[src/rtl/pattern_gen.sv]
// pattern_gen: pseudo-random word source on a valid/ready stream for link self-test.
// A run of num_words Galois-LFSR words is emitted after start. A receiver seeded the
// same way regenerates the sequence and compares word by word.
//
// Optional feature macro: ERR_INJ_EN (adds err_inj input for one-shot bit-0 corruption).
//
// Ports:
//   clk        rising-edge clock
//   rst_n      synchronous active-low reset
//   start      begin a run (sampled in IDLE/DONE only)
//   seed_load  load seed into LFSR (sampled in IDLE/DONE only)
//   seed       seed value; zero is replaced by 1
//   num_words  run length captured on start; 0 goes straight to DONE
//   data       current word (registered)
//   valid      word on data is valid (high in RUN)
//   ready      downstream accepts when valid && ready
//   busy       high in RUN
//   done       high in DONE
//   word_cnt   words accepted in current/last run
//   err_inj    (ERR_INJ_EN only) invert bit 0 of the word after the one accepted
module pattern_gen #(
  parameter int unsigned   N    = 16,
  parameter logic [N-1:0]  TAPS = 16'hB400,
  parameter logic [N-1:0]  SEED = 16'hACE1,
  parameter int unsigned   CW   = 16
) (
  input  logic          clk,
  input  logic          rst_n,
  input  logic          start,
  input  logic          seed_load,
  input  logic [N-1:0]  seed,
  input  logic [CW-1:0] num_words,
  output logic [N-1:0]  data,
  output logic          valid,
  input  logic          ready,
  output logic          busy,
  output logic          done,
  output logic [CW-1:0] word_cnt
`ifdef ERR_INJ_EN
  ,
  input  logic          err_inj
`endif
);

  typedef enum logic [1:0] {StIdle, StRun, StDone} state_e;

  state_e        state_q, state_d;
  logic [N-1:0]  lfsr_q, lfsr_d;
  logic [N-1:0]  data_q, data_d;
  logic [CW-1:0] cnt_q, cnt_d;
  logic [CW-1:0] num_q, num_d;
  logic [N-1:0]  seed_fix;
  logic [N-1:0]  lfsr_step;
  logic          accept;
  logic          flip_d;

  // An all-zero LFSR never leaves zero, so a zero seed is forced to 1.
  assign seed_fix  = (seed == '0) ? N'(1) : seed;
  assign lfsr_step = (lfsr_q >> 1) ^ (lfsr_q[0] ? TAPS : '0);
  assign accept    = (state_q == StRun) && ready;

  // State register
  always_ff @(posedge clk) begin
    if (!rst_n) begin
      state_q <= StIdle;
    end else begin
      state_q <= state_d;
    end
  end

  // Next-state logic
  always_comb begin
    state_d = state_q;
    unique case (state_q)
      StIdle, StDone: begin
        if (start) begin
          state_d = (num_words == '0) ? StDone : StRun;
        end
      end
      StRun: begin
        if (ready && ((cnt_q + CW'(1)) == num_q)) begin
          state_d = StDone;
        end
      end
      default: state_d = StIdle;
    endcase
  end

  // Datapath next-state
  always_comb begin
    lfsr_d = lfsr_q;
    cnt_d  = cnt_q;
    num_d  = num_q;
    unique case (state_q)
      StIdle, StDone: begin
        if (seed_load) begin
          lfsr_d = seed_fix;
        end
        if (start) begin
          num_d = num_words;
          cnt_d = '0;
        end
      end
      StRun: begin
        if (ready) begin
          lfsr_d = lfsr_step;
          cnt_d  = cnt_q + CW'(1);
        end
      end
      default: ;
    endcase
  end

`ifdef ERR_INJ_EN
  // The flip marks the presented word only; it is held with the word until it is
  // accepted and never feeds back into the LFSR.
  logic flip_q;

  always_comb begin
    flip_d = flip_q;
    if (accept) begin
      flip_d = err_inj;
    end else if ((state_q != StRun) && start) begin
      flip_d = 1'b0;
    end
  end

  always_ff @(posedge clk) begin
    if (!rst_n) begin
      flip_q <= 1'b0;
    end else begin
      flip_q <= flip_d;
    end
  end
`else
  assign flip_d = 1'b0;
`endif

  // data tracks the LFSR one register stage deep, so ready never reaches data
  // combinationally.
  assign data_d = lfsr_d ^ {{(N-1){1'b0}}, flip_d};

  always_ff @(posedge clk) begin
    if (!rst_n) begin
      lfsr_q <= SEED;
      data_q <= '0;
      cnt_q  <= '0;
      num_q  <= '0;
    end else begin
      lfsr_q <= lfsr_d;
      data_q <= data_d;
      cnt_q  <= cnt_d;
      num_q  <= num_d;
    end
  end

  // Outputs
  always_comb begin
    valid    = (state_q == StRun);
    busy     = (state_q == StRun);
    done     = (state_q == StDone);
    data     = data_q;
    word_cnt = cnt_q;
  end

endmodule

[config.mk]
export PLATFORM = sky130hd
export DESIGN_NAME = pattern_gen
export DESIGN_NICKNAME = d
export VERILOG_FILES = /design/src/rtl/pattern_gen.sv
export SDC_FILE = /design/constraint.sdc
export NUM_CORES = 1
export LEC_CHECK = 0
export ABC_AREA = 1
export CORE_MARGIN = 8
export CORE_UTILIZATION = 35
export CTS_CLUSTER_DIAMETER = 30
export DETAILED_ROUTE_END_ITERATION = 7
export MAX_ROUTING_LAYER = met4
export PLACE_DENSITY = 0.62
export SYNTH_ARGS = -nofsm -noshare
export SYNTH_HDL_FRONTEND = slang
export SYNTH_SLANG_ARGS = --single-unit
[constraint.sdc]
create_clock -name clk -period 4.1 [get_ports clk]
set_input_delay 0.82 -clock clk [delete_from_list [all_inputs] [get_ports clk]]
set_output_delay 0.82 -clock clk [all_outputs]
set_load 0.01 [all_outputs]
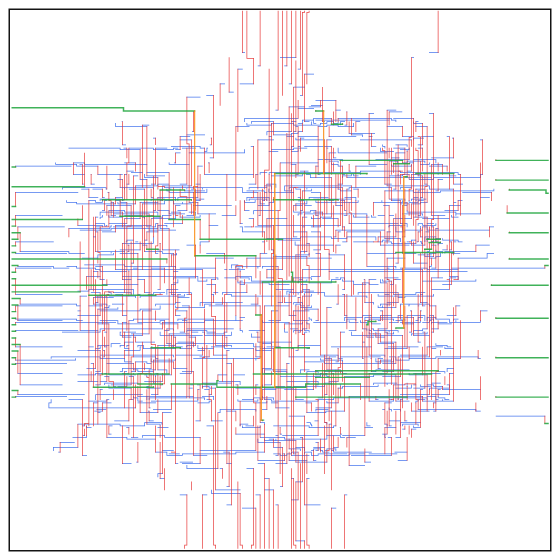
Fig. 1. Routed metal, one colour a layer.
- orange: M4 (wire length 140 um)
- blue: M1 (wire length 3,970 um)
- green: M3 (wire length 623 um)
- red: M2 (wire length 4,530 um)
total global routing track utilization: 15.9%
total vias in the final route: 3,360

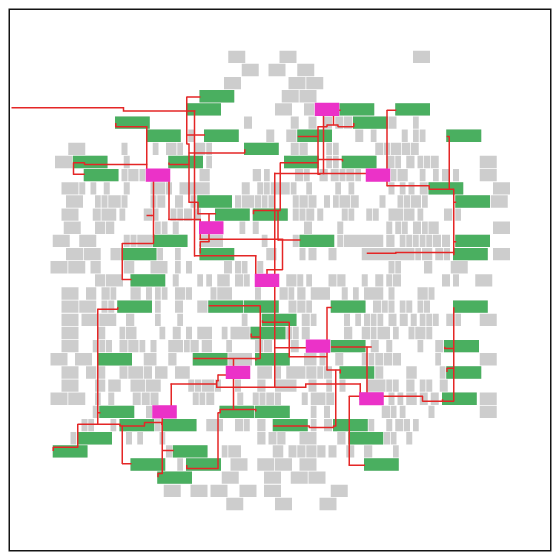
Fig. 2. Clock wires, drivers and flops.
- green: flip-flops (count 58)
- red: clock wires (length 874 um)
- magenta: clock-net drivers (count 9)
- routed clock nets: 10
clock network power consumption: 548 uW
maximum clock skew at final layout: 0.00462 ns
clock latency at the later pin of the worst-skew pair: 0.35 ns

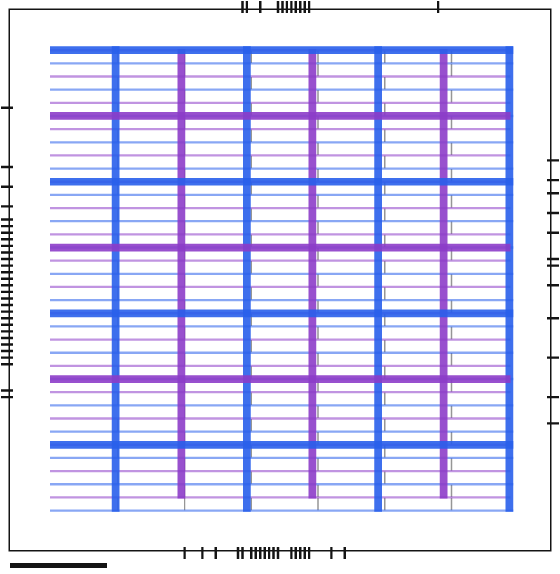
Fig. 3. Supply network.
The bar under the picture is 20 um long. Pins as bars on the die edge. Tap cells in grey.
- blue: VSS
- purple: VDD
- met5 straps: 7
- met4 straps: 7
- tap cells: 111
- rows: 35
peak supply drop: 0.169 mV
Floorplan Core Area: 9060 sq um
Die X-Extent: 112 um
y dimension of the die: 112 um

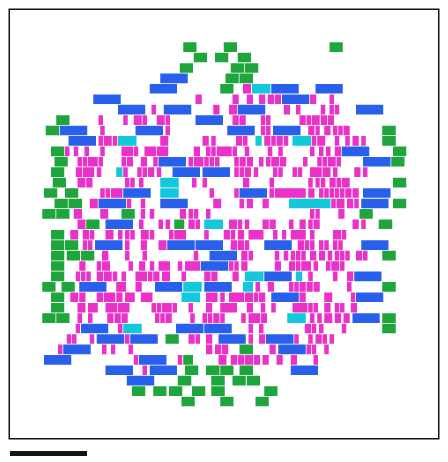
Fig. 4. Placement by cell class.
The bar under the picture is 20 um long.
- magenta: remaining logic cells (cells 402; share of their area 48%)
- cyan: clock drivers and dummy loads (cells 16; share of their area 5.1%)
- green: remaining buffers and delay cells (cells 73; share of their area 18%)
- blue: sequential cells (cells 58; share of their area 29%)

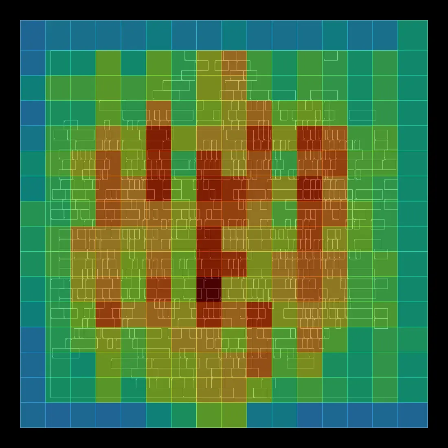
Fig. 5. Congestion heat map.
post-layout utilization of the core: 45.7%
grt met3 use: 4.92%
global-route met1 utilization: 17.2%

==> impl.org <==
* Implementation run

** Cells and area
- Post-layout instance count excluding filler cells :: about 660
- Area of all placed cells without fillers :: 4140 sq um
- Number of nets in the finished design :: around 580
- Footprint of the flip-flops and latches :: approximately 1200 sq um
- Filler cell count in the final layout :: approximately 960
- Per the run report, area growth between synthesis and finish was 29.2%.
- Share of cells above drive strength 1 :: slightly above 7%
- The number of antenna diodes in the final layout is 0.
- Logic area :: approximately 1700 sq um

** Timing
- FMAX :: about 360 MHz
- After routing, the total negative slack on setup checks comes to 0 ns.
- In the finished design, the share of the clock period the worst path needs comes to around 67%.
- Looking at the max-slew report, the worst-margin pin has a slew of between 0.8 and 0.9 ns.
- RSZ-0062 raised after global routing :: false
- Total count of max-transition violations in the final report :: 0
- Final setup fails :: 0
- The worst path needs about 2.8 ns of the cycle, external delays included.
- Fin. Hold Viols :: 0
- Checking max transition, the worst relative margin is about 45%.

** Route
- The detailed router reports a met2 wire length of around 4500 um.
- Wire length on met1 :: just under 4000 um
- For this run, the detailed router's first-pass iteration total came to 4.
- Avg Vias per Cell :: around 5.1
- Post-DR wirelength/cell :: roughly 14 um
- After detailed routing, the total wire length is around 9000 um.
- Count of antenna-violating nets left after detailed routing :: 0
- The violation tally recorded at the end of detailed-routing iteration 0 is between 150 and 200.
- After detailed routing, no signal wire sits above met4.
- In the routed design, unresolved DRC markers number 0.
- In the detailed route, the total length drawn on met3 is ~620 um.

** Synth
- Average cell area after synthesis :: around 6.6 sq um
- Chip area estimate from yosys synthesis :: roughly 3200 sq um
- Cell count in the Yosys report :: a little under 500
- Syn Std Cell Area :: 3200 sq um
- Instance tally after logic synthesis :: just under 500
- Per the post-synthesis report, the nets total 522.
- Synth Seq Share :: about 36%
- Per the synth log, the flip-flop and latch total comes to between 50 and 60.
- Yosys warning count :: 0
- The netlist uses 36 different library cells.

** Clocking
- The clock tree has to reach 58 sinks.
- The post-CTS hold buffer count recorded in the log is 0.
- Post-CTS repair timing setup buffer count :: 0
- Cells resized by post-CTS repair :: 0
- TritonCTS clock tree :: done
- CTS reports a maximum clock tree buffer depth of 2.
- CTS H-Tree Depth :: 3
- The tree is rooted in a clkbuf_8.
- Clk pin slew, worst setup/hold paths :: about 0.06 ns
- Num CTS Buffers :: 9

** Worst setup path
- Critical Path RT :: between 3 and 4 ns
- Looking at the critical path, the highest net fanout was 17.
- Critical path endpoint category :: primary output
- The worst setup path is launched from a flip-flop.
- The OpenROAD report gives the critical path a data arrival time of ~1.9 ns.
- For reference, the most critical setup path is categorized as reg -> out.

** Global routing
- Number of global-route vias before repair :: between 3,000 and 4,000
- Entering global routing, the biggest net connects 35 pins.
- The number of antenna violations at the first check in global routing is 0.
- Overflow left after global routing :: 0
- Global-route wire length before repair :: approximately 16,000 um

** Placement
- Placed Instance Area :: approximately 3900 sq um
- Estimated wirelength of the detail-placed design :: ~6900 um
- After detailed placement, the design holds a cell count of between 600 and 700.
- The buffer_ports step reported a buffer count of between 70 and 80.
- Placer Congestion :: approximately 0.83

** Floorplan
- Pin placement for this block handled 72 I/O pins.
- Per the OpenROAD floorplan log, the area of the die is 12,500 sq um.
- The initial utilization of the core area, before any placement, comes to ~35%.
- According to the floorplan log, the row count is 35.

** Run status
- Result of the run :: completed

** Hold path
- Class of the tightest hold or removal check :: reg -> reg

** Pwr
- In this run the power density over the cells is about 340 nW/um^2.
- Static Leak :: between 0.0015 and 0.002 uW

** Flow run
- The tool flagged a number of max-cap violations equal to 0.
- Number of warnings the tools reported :: 26
stage by stage:
stage	power [uW]	hold slack (ns)	setup slack, ns
after floorplan	786	0.444	2.21
final	1430	0.473	1.34
after global routing	1500	0.506	1.21
after CTS	1440	0.477	1.30
after detailed placement	890	0.464	1.32
after global placement	888	0.457	1.34
Yosys cell counts, drive strengths merged:
| master | count | area share (%) |
|---|---|---|
| a21oi | 39 | 6.2 |
| a221oi | 3 | 0.82 |
| a31oi | 1 | 0.20 |
| a41oi | 2 | 0.55 |
| buf | 12 | 2.7 |
| clkbuf | 12 | 1.4 |
| clkinv | 1 | 0.12 |
| dfxtp | 58 | 36 |
| ha | 1 | 0.39 |
| inv | 62 | 7.3 |
| nand2 | 128 | 15 |
| nand3 | 48 | 7.5 |
| nand3b | 1 | 0.23 |
| nand4 | 15 | 2.9 |
| nor2 | 47 | 6.8 |
| nor4 | 8 | 1.6 |
| o2111ai | 1 | 0.27 |
| o211ai | 3 | 0.70 |
| o21ai | 25 | 4.0 |
| o21bai | 4 | 1.1 |
| o221ai | 1 | 0.27 |
| o22ai | 2 | 0.39 |
| o32ai | 1 | 0.27 |
| or2 | 3 | 0.59 |
| xnor2 | 2 | 0.55 |
| xnor3 | 1 | 0.70 |
| xor2 | 3 | 0.82 |
placed cells by master (no fill, tap or decap), types with 3 or more instances in the layout:
cell	n
clkinv_2	3
clkbuf_8	11
nand3_1	48
o21bai_1	3
inv_1	59
nand4_1	15
o211ai_1	3
nor2_1	38
nor2_4	4
o21ai_0	24
or2_2	3
a221oi_1	3
xor2_1	3
inv_2	3
nor2_2	5
a21oi_1	38
clkdlybuf4s50_1	71
nand2_1	125
dfxtp_1	58
nor4_1	8
where the power goes:
group | switching [uW] | internal [uW] | leakage (uW) | total, uW
Combinational | 133 | 116 | 0.00110 | 249
Clock | 238 | 310 | 0.000105 | 548
Sequential | 25.3 | 603 | 0.000478 | 628
cells by family (layout without fill, tap and decap cells):
logic type,count (synthesis),after routing,synth area share [%]
and+or+nand+nor,250,250,35.0
buffers and inverters,87,152,11.5
AOI/OAI and AO/OA,82,82,14.8
DFF,58,58,36.2
xor gates and xnor gates,6,6,2.07
adders and majority gates,1,1,0.390
path summary, 6_finish.rpt:
check | startpoint | to | slack (ns) | cells after the start
hold reg to reg | num_q[8] | num_q[8] | 0.47 | 2
hold / removal | num_q[8] | num_q[8] | 0.47 | 2
setup / recovery | state_q[0] | busy | 1.34 | 3
setup reg to reg | state_q[0] | data[0] | 1.74 | 8
area by class of cell:
cell class | instances | area share, %
clock buffer | 11 | 3.66
clock inverter | 5 | 1.27
inverter | 63 | 5.71
multi-input combinational | 339 | 40.4
sequential | 58 | 28.0
tap | 111 | 3.35
timing repair buffer | 73 | 17.5
worst max-delay path, cell delays in order (launching register included):
cell,delay [ns]
dfxtp_1,0.48
inv_2,0.20
nor2_2,0.31
clkdlybuf4s50_1,0.61
per-layer routing:
metal  vias to the layer above  track usage, %
met2                       112            27.3
li1                       1712               -
met4                         0            4.74
met3                        12            4.92
met5                         -               -
met1                      1524            17.2
No activity file was given, so power comes from the tool's default toggle rates.
